Figure 1. Cells by drive strength (run 1).
(6 px per um)
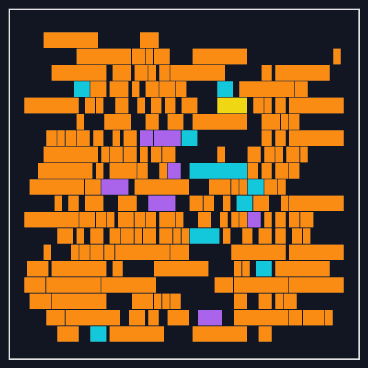
Figure 2. Placed cells, one colour a class (run 1).
(8 px per um)
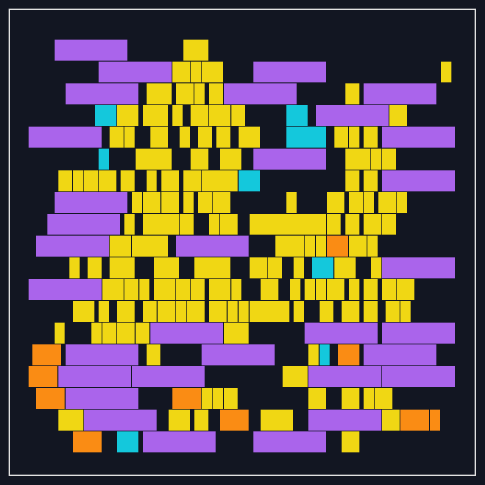
Figure 3. M3 wires (run 1).
(4 px per um)
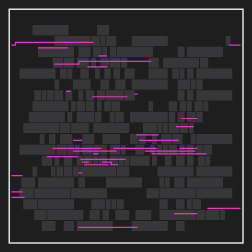
## config.mk

```make
export PLATFORM = sky130hd
export DESIGN_NAME = key_debounce
export DESIGN_NICKNAME = d
export VERILOG_FILES = /design/src/rtl/key_debounce.sv
export SDC_FILE = /design/constraint.sdc
export NUM_CORES = 1
export LEC_CHECK = 0
export CAP_MARGIN = 20
export CORE_MARGIN = 2
export CORE_UTILIZATION = 57
export CTS_CLUSTER_DIAMETER = 30
export DETAILED_ROUTE_END_ITERATION = 10
export MAX_ROUTING_LAYER = met4
export PLACE_DENSITY = 0.83
export RECOVER_POWER = 50
export SYNTH_ARGS = -nofsm -noshare
export SYNTH_HDL_FRONTEND = slang
export SYNTH_SLANG_ARGS = --single-unit
```

## constraint.sdc

```tcl
create_clock -name clk -period 3.2 [get_ports clk]
set_clock_uncertainty 0.1 [all_clocks]
set_input_delay 0.48 -clock clk [delete_from_list [all_inputs] [get_ports clk]]
set_output_delay 0.48 -clock clk [all_outputs]
set_load 0.03 [all_outputs]
```

## src/rtl/key_debounce.sv

```systemverilog
`default_nettype none
// ============================================================================
// Module   : key_debounce
// Purpose  : Two-flop synchroniser and bounce filter for a raw push-button.
//            Outputs a clean level, press/release pulses and a sticky flag.
//            Define KEY_LONGPRESS_EN to build the long-press detector.
// Revision : 1.0 - initial release
// ============================================================================
module key_debounce #(
  parameter int DEBOUNCE_CYCLES = 1_000_000,
  parameter int CNT_W           = 24,
  parameter int LONG_CYCLES     = 16_000_000
) (
  input  logic clk,
  input  logic rst,
  input  logic key_raw,
  input  logic flag_clr,
  output logic key_level,
  output logic key_press,
  output logic key_release,
  output logic press_flag,
  output logic long_press
);

  localparam logic [1:0] ST_LO  = 2'd0;
  localparam logic [1:0] CHK_HI = 2'd1;
  localparam logic [1:0] ST_HI  = 2'd2;
  localparam logic [1:0] CHK_LO = 2'd3;

  localparam longint    CNT_LIMIT = (longint'(1) << CNT_W) - 1;
  localparam logic [CNT_W-1:0] CNT_MAX = '1;
  // The sample that enters CHK_* is the first stable one, so the counter
  // reaches DEBOUNCE_CYCLES-2 on the cycle before the final stable sample.
  localparam logic [CNT_W-1:0] ACCEPT_AT = CNT_W'(DEBOUNCE_CYCLES - 2);

  generate
    if (DEBOUNCE_CYCLES < 2 || longint'(DEBOUNCE_CYCLES) > CNT_LIMIT) begin : g_bad_debounce_cfg
      $error("key_debounce: DEBOUNCE_CYCLES does not fit CNT_W");
    end
  endgenerate

  logic             s1_q, s1_d, s2_q, s2_d;
  logic [1:0]       state_q, state_d;
  logic [CNT_W-1:0] cnt_q, cnt_d;
  logic             level_q, level_d;
  logic             press_q, press_d;
  logic             release_q, release_d;
  logic             flag_q, flag_d;
  logic             qualified;

  assign qualified = (cnt_q >= ACCEPT_AT);

  always_ff @(posedge clk or negedge rst) begin
    if (!rst) begin
      s1_q      <= 1'b0;
      s2_q      <= 1'b0;
      state_q   <= ST_LO;
      cnt_q     <= '0;
      level_q   <= 1'b0;
      press_q   <= 1'b0;
      release_q <= 1'b0;
      flag_q    <= 1'b0;
    end else begin
      s1_q      <= s1_d;
      s2_q      <= s2_d;
      state_q   <= state_d;
      cnt_q     <= cnt_d;
      level_q   <= level_d;
      press_q   <= press_d;
      release_q <= release_d;
      flag_q    <= flag_d;
    end
  end

  always_comb begin
    s1_d    = key_raw;
    s2_d    = s1_q;
    state_d = state_q;
    cnt_d   = cnt_q;
    unique case (state_q)
      ST_LO: begin
        if (s2_q) begin
          state_d = CHK_HI;
          cnt_d   = '0;
        end
      end
      CHK_HI: begin
        if (!s2_q) begin
          state_d = ST_LO;
          cnt_d   = '0;
        end else if (qualified) begin
          state_d = ST_HI;
          cnt_d   = '0;
        end else if (cnt_q != CNT_MAX) begin
          cnt_d = cnt_q + CNT_W'(1);
        end
      end
      ST_HI: begin
        if (!s2_q) begin
          state_d = CHK_LO;
          cnt_d   = '0;
        end
      end
      CHK_LO: begin
        if (s2_q) begin
          state_d = ST_HI;
          cnt_d   = '0;
        end else if (qualified) begin
          state_d = ST_LO;
          cnt_d   = '0;
        end else if (cnt_q != CNT_MAX) begin
          cnt_d = cnt_q + CNT_W'(1);
        end
      end
      default: begin
        state_d = ST_LO;
        cnt_d   = '0;
      end
    endcase
  end

  always_comb begin
    level_d   = level_q;
    press_d   = 1'b0;
    release_d = 1'b0;
    if (state_q == CHK_HI && s2_q && qualified) begin
      level_d = 1'b1;
      press_d = 1'b1;
    end
    if (state_q == CHK_LO && !s2_q && qualified) begin
      level_d   = 1'b0;
      release_d = 1'b1;
    end
    // The set covers the whole visible key_press cycle so a coincident clear loses.
    flag_d = press_d | press_q | (flag_q & ~flag_clr);
  end

`ifdef KEY_LONGPRESS_EN
  localparam logic [CNT_W-1:0] LONG_AT = CNT_W'(LONG_CYCLES - 1);

  generate
    if (LONG_CYCLES < 1 || longint'(LONG_CYCLES) > CNT_LIMIT) begin : g_bad_long_cfg
      $error("key_debounce: LONG_CYCLES does not fit CNT_W");
    end
  endgenerate

  logic [CNT_W-1:0] lcnt_q, lcnt_d;
  logic             long_q, long_d;

  always_ff @(posedge clk or negedge rst) begin
    if (!rst) begin
      lcnt_q <= '0;
      long_q <= 1'b0;
    end else begin
      lcnt_q <= lcnt_d;
      long_q <= long_d;
    end
  end

  // Parking the counter one past LONG_AT suppresses a repeat pulse in the same press.
  always_comb begin
    lcnt_d = '0;
    long_d = 1'b0;
    if (state_q == ST_HI) begin
      lcnt_d = lcnt_q;
      if (lcnt_q < LONG_AT) begin
        lcnt_d = lcnt_q + CNT_W'(1);
      end else if (lcnt_q == LONG_AT) begin
        lcnt_d = lcnt_q + CNT_W'(1);
        long_d = 1'b1;
      end
    end
  end

  assign long_press = long_q;
`else
  assign long_press = 1'b0;
`endif

  assign key_level   = level_q;
  assign key_press   = press_q;
  assign key_release = release_q;
  assign press_flag  = flag_q;

endmodule
`default_nettype wire

```

==> impl_metrics.ini, run 1 <==
; synthesis and place-and-route metrics
[logic_synthesis]
synthesis.area_um2 = 1670
postSynthRegisterBits = 32
xor_area_share_pct = 1.05
ys_warn_count = 0
synth_largest_type_area_fraction_pct = 48.0
yosys-dominant-comb-family = simple AND/OR/NAND/NOR gates
number_of_enable_type_register_cells_in_the_synthesized_netlist = 0
post_synthesis_chip_area_from_yosys_um2 = 1670
top_area_cell = dfrtp_1
ys_seq_share_pct = 48.0
async_flop_share_pct = 100
dominantRegCellSynth = dfrtp_1
yosysMostFrequentCell = dfrtp_1
synthesized_area_fraction_occupied_by_ao_oa_aoi_and_oai_cells_pct = 17.3
synthAdderAreaFrac_pct = 1.50

[placement]
dp_hpwl_um = 2420
placed_cells = 212

[finish]
nonClkBufAreaFrac_pct = 4.90
final_layout_top_logic_cells = dfrtp_1 (32), nand2_1 (20), inv_1 (11), nand4_1 (10)
finish.net_count = 194
final_instance_area_um2 = 1810
comb_cells = 128
area.sequential_um2 = 801

[clock_network]
tritoncts_num_sinks = 32
cts_buffers = 5
cts.reportedPaths.clkPinSlew_ps = 90
postCtsHoldBufs = 0

[run]
warnings = 27
maxCapViolCount = 1

[floorplan]
floorplan.die.height_um = 58.1
die_width_um = 58.1
tap_cells = 31

[grt]
grtUsageMet1_pct = 30.2
met3_track_demand_over_resource_pct = 7.81
gr-total-overflow = 0

[timing]
final.hold.worst_slack_ps = 253
finalMaxSlewViolations = 33
timing_hold_violations_final = 0
final.period_utilization_pct = 85.4
layout_min_cycle_time_ps = 2730

[setup_path]
cp_slowest_stage_delay_ps = 540
worst_r2r_startpoint = cnt_q[0]
worstSetupStartpoint = cnt_q[0]

[pwr]
power_frac_seq_pct = 52.0
total_power_uw = 868
share_comb_of_total_power_pct = 20.6
dominant_power_group = sequential cells

[drt]
wirelength_routed_um = 3430
violation_tally_from_detailed_route_iteration_zero = 101
antenna_left = 0
detailroute.wirelength.met2_um = 1570
routed-via-count = 1399
detail_route.wl_per_cell_um = 15.6

[run_status]
status = complete, but fails checks
failing_checks = capacitance limit, slew limit

[hold_path]
min_to = s2_q
About Figure 1:
legend:
  _6 and larger:
    colour: yellow
    cells: 1
    share: 0.53%
  _0 and _1 cells:
    colour: orange
    cells: 172
    share: 91%
  _3 and _4 cells:
    colour: cyan
    cells: 9
    share: 4.8%
  _2 cells:
    colour: purple
    cells: 7
    share: 3.7%

About Figure 2:
legend:
  other buffers and delay cells:
    colour: orange
    cells: 10
  combinational and other logic:
    colour: yellow
    cells: 139
  clock drivers and dummy loads:
    colour: cyan
    cells: 8
  flops:
    colour: purple
    cells: 32
standard-cell rows: 19
post-layout util: 65.8%
fraction of area in registers: 44.1%

About Figure 3:
share of all routed wire: 6.6%
main direction: horizontal

==> run 1 -> run 2 <==
Settings changed: ABC_CLOCK_PERIOD_IN_PS from default to 3200.
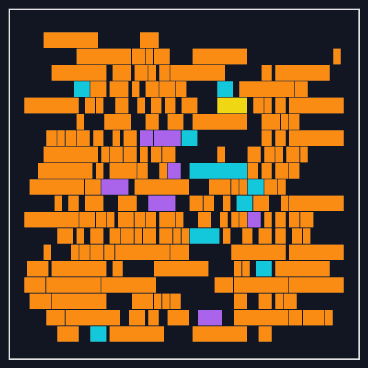
Figure 4: run 2, cells by drive strength.
(6 px per um)
legend:
  _3 and _4 cells:
    colour: cyan
    cells: 9
    share: 4.8%
  _0 and _1 cells:
    colour: orange
    cells: 172
    share: 91%
  _2 cells:
    colour: purple
    cells: 7
    share: 3.7%
  _6 and larger:
    colour: yellow
    cells: 1
    share: 0.53%

==> impl_metrics.ini, run 2 <==
; synthesis and place-and-route metrics
[clock_network]
tritoncts_num_sinks = 32
postCtsHoldBufs = 0
cts_buffers = 5

[run_status]
status = complete, but fails checks
failing_checks = capacitance limit, slew limit

[finish]
nonClkBufAreaFrac_pct = 4.90
comb_cells = 128
area.sequential_um2 = 801
finish.net_count = 194
post_layout_util_pct = 65.8
sh_seq_area_pct = 44.1

[logic_synthesis]
synthesized_area_fraction_occupied_by_ao_oa_aoi_and_oai_cells_pct = 17.3
async_flop_share_pct = 100
number_of_enable_type_register_cells_in_the_synthesized_netlist = 0
post_synthesis_chip_area_from_yosys_um2 = 1670
yosys-dominant-comb-family = simple AND/OR/NAND/NOR gates
yosysMostFrequentCell = dfrtp_1
synthAdderAreaFrac_pct = 1.50
top_area_cell = dfrtp_1
ys_warn_count = 0

[setup_path]
cp_slowest_stage_delay_ps = 540
worstSetupStartpoint = cnt_q[0]
worst_r2r_startpoint = cnt_q[0]

[floorplan]
floorplan.die.height_um = 58.1
die_width_um = 58.1

[pwr]
power_frac_seq_pct = 52.0
total_power_uw = 868
dominant_power_group = sequential cells
share_comb_of_total_power_pct = 20.6

[hold_path]
min_to = s2_q

[drt]
detailroute.wirelength.met2_um = 1570
detail_route.wl_per_cell_um = 15.6
violation_tally_from_detailed_route_iteration_zero = 101

[run]
warnings = 27
maxCapViolCount = 1

[timing]
final.period_utilization_pct = 85.4
finalMaxSlewViolations = 33
final.hold.worst_slack_ps = 253

[grt]
met3_track_demand_over_resource_pct = 7.81
gr-total-overflow = 0
grtUsageMet1_pct = 30.2

[placement]
dp_hpwl_um = 2420
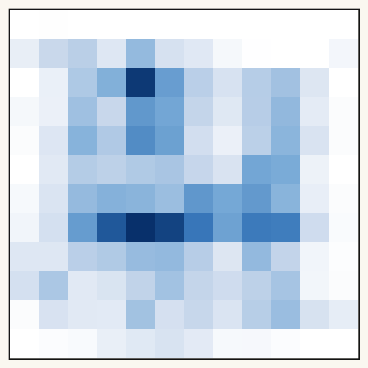
Figure 5: run 2, routed metal per tile.
(6 px per um) 12 x 12 tiles, from white (low) to dark blue (high), scaled to the fullest tile. Values are wire area over tile area, all layers added.
nearly empty tiles: 21%
densest ninth of the die: middle
tiles over half the peak: 13%
emptiest ninth of the die: top right
detailed-route via count: 1399
wirelength, routed: 3430 um

Figure 6. Placed cells, one colour a class (run 2).
(8 px per um)
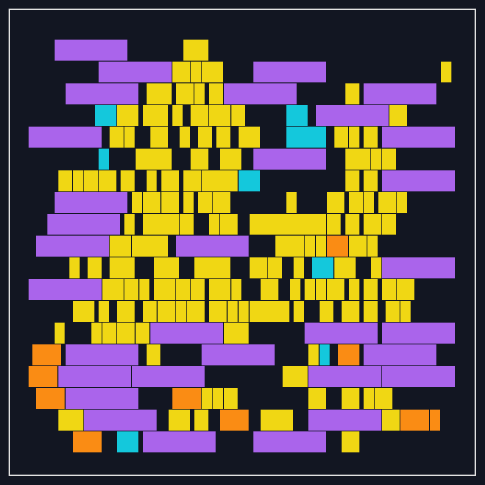

==> run 2 -> run 3 <==
Settings changed: CORE_ASPECT_RATIO from default to 1.25, CTS_CLUSTER_DIAMETER 30 to default.
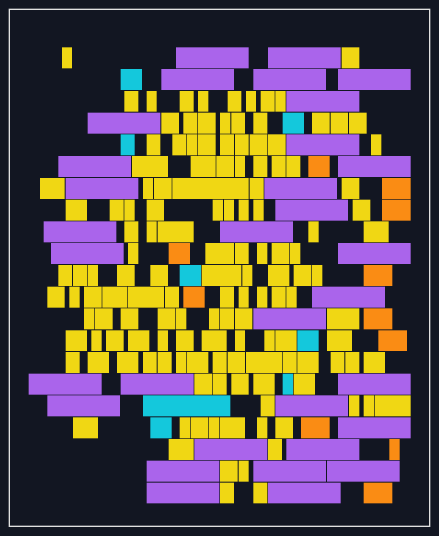
Figure 7: run 3, placed cells, one colour a class.
(8 px per um)
legend:
  combinational and other logic:
    colour: yellow
    cells: 139
  clock drivers and dummy loads:
    colour: cyan
    cells: 8
  other buffers and delay cells:
    colour: orange
    cells: 11
  flops:
    colour: purple
    cells: 32

==> impl_metrics.ini, run 3 <==
; synthesis and place-and-route metrics
[run_status]
status = complete, but fails checks
failing_checks = capacitance limit, slew limit

[clock_network]
tritoncts_num_sinks = 32
cts.reportedPaths.clkPinSlew_ps = 100
postCtsHoldBufs = 0

[pwr]
total_power_uw = 931
power_frac_seq_pct = 48.5
share_comb_of_total_power_pct = 19.7

[placement]
dp_hpwl_um = 2590

[finish]
comb_cells = 128
post_layout_util_pct = 67.4
finish.net_count = 195
sh_seq_area_pct = 43.4
final_layout_top_logic_cells = dfrtp_1 (32), nand2_1 (20), inv_1 (11), nand4_1 (10)
nonClkBufAreaFrac_pct = 5.23

[drt]
wirelength_routed_um = 3530
detailroute.wirelength.met2_um = 1900
routed-via-count = 1436
detail_route.wl_per_cell_um = 15.8
violation_tally_from_detailed_route_iteration_zero = 49
antenna_left = 0

[grt]
grtUsageMet1_pct = 28.1
gr-total-overflow = 0
met3_track_demand_over_resource_pct = 7.60

[logic_synthesis]
dominantRegCellSynth = dfrtp_1
xor_area_share_pct = 1.05
yosysMostFrequentCell = dfrtp_1
synthAdderAreaFrac_pct = 1.50
synthesis.area_um2 = 1670
post_synthesis_chip_area_from_yosys_um2 = 1670
postSynthRegisterBits = 32
top_area_cell = dfrtp_1

[floorplan]
floorplan.die.height_um = 64.5
floorplan.rows = 21
tap_cells = 34

[timing]
timing_hold_violations_final = 0
finalMaxSlewViolations = 33
layout_min_cycle_time_ps = 2730
final.period_utilization_pct = 85.4

[setup_path]
worstSetupStartpoint = cnt_q[0]
worst_r2r_startpoint = cnt_q[0]
cp_slowest_stage_delay_ps = 560

[run]
maxCapViolCount = 1
warnings = 27
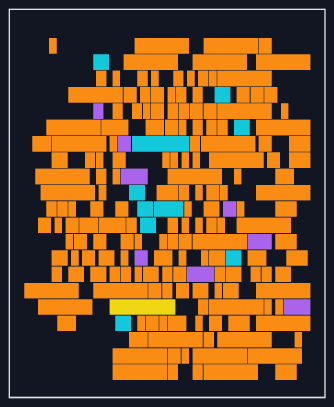
Figure 8: run 3, cells by drive strength.
(6 px per um)
legend:
  _3 and _4 cells:
    colour: cyan
    cells: 10
    share: 5.3%
  _0 and _1 cells:
    colour: orange
    cells: 171
    share: 90%
  _2 cells:
    colour: purple
    cells: 8
    share: 4.2%
  _6 and larger:
    colour: yellow
    cells: 1
    share: 0.53%
post-synthesis to final-layout area growth: 10.6%
Final Instance Area: 1840 um^2
buffers outside the clock class: 11
post-route setup slack: 468 ps

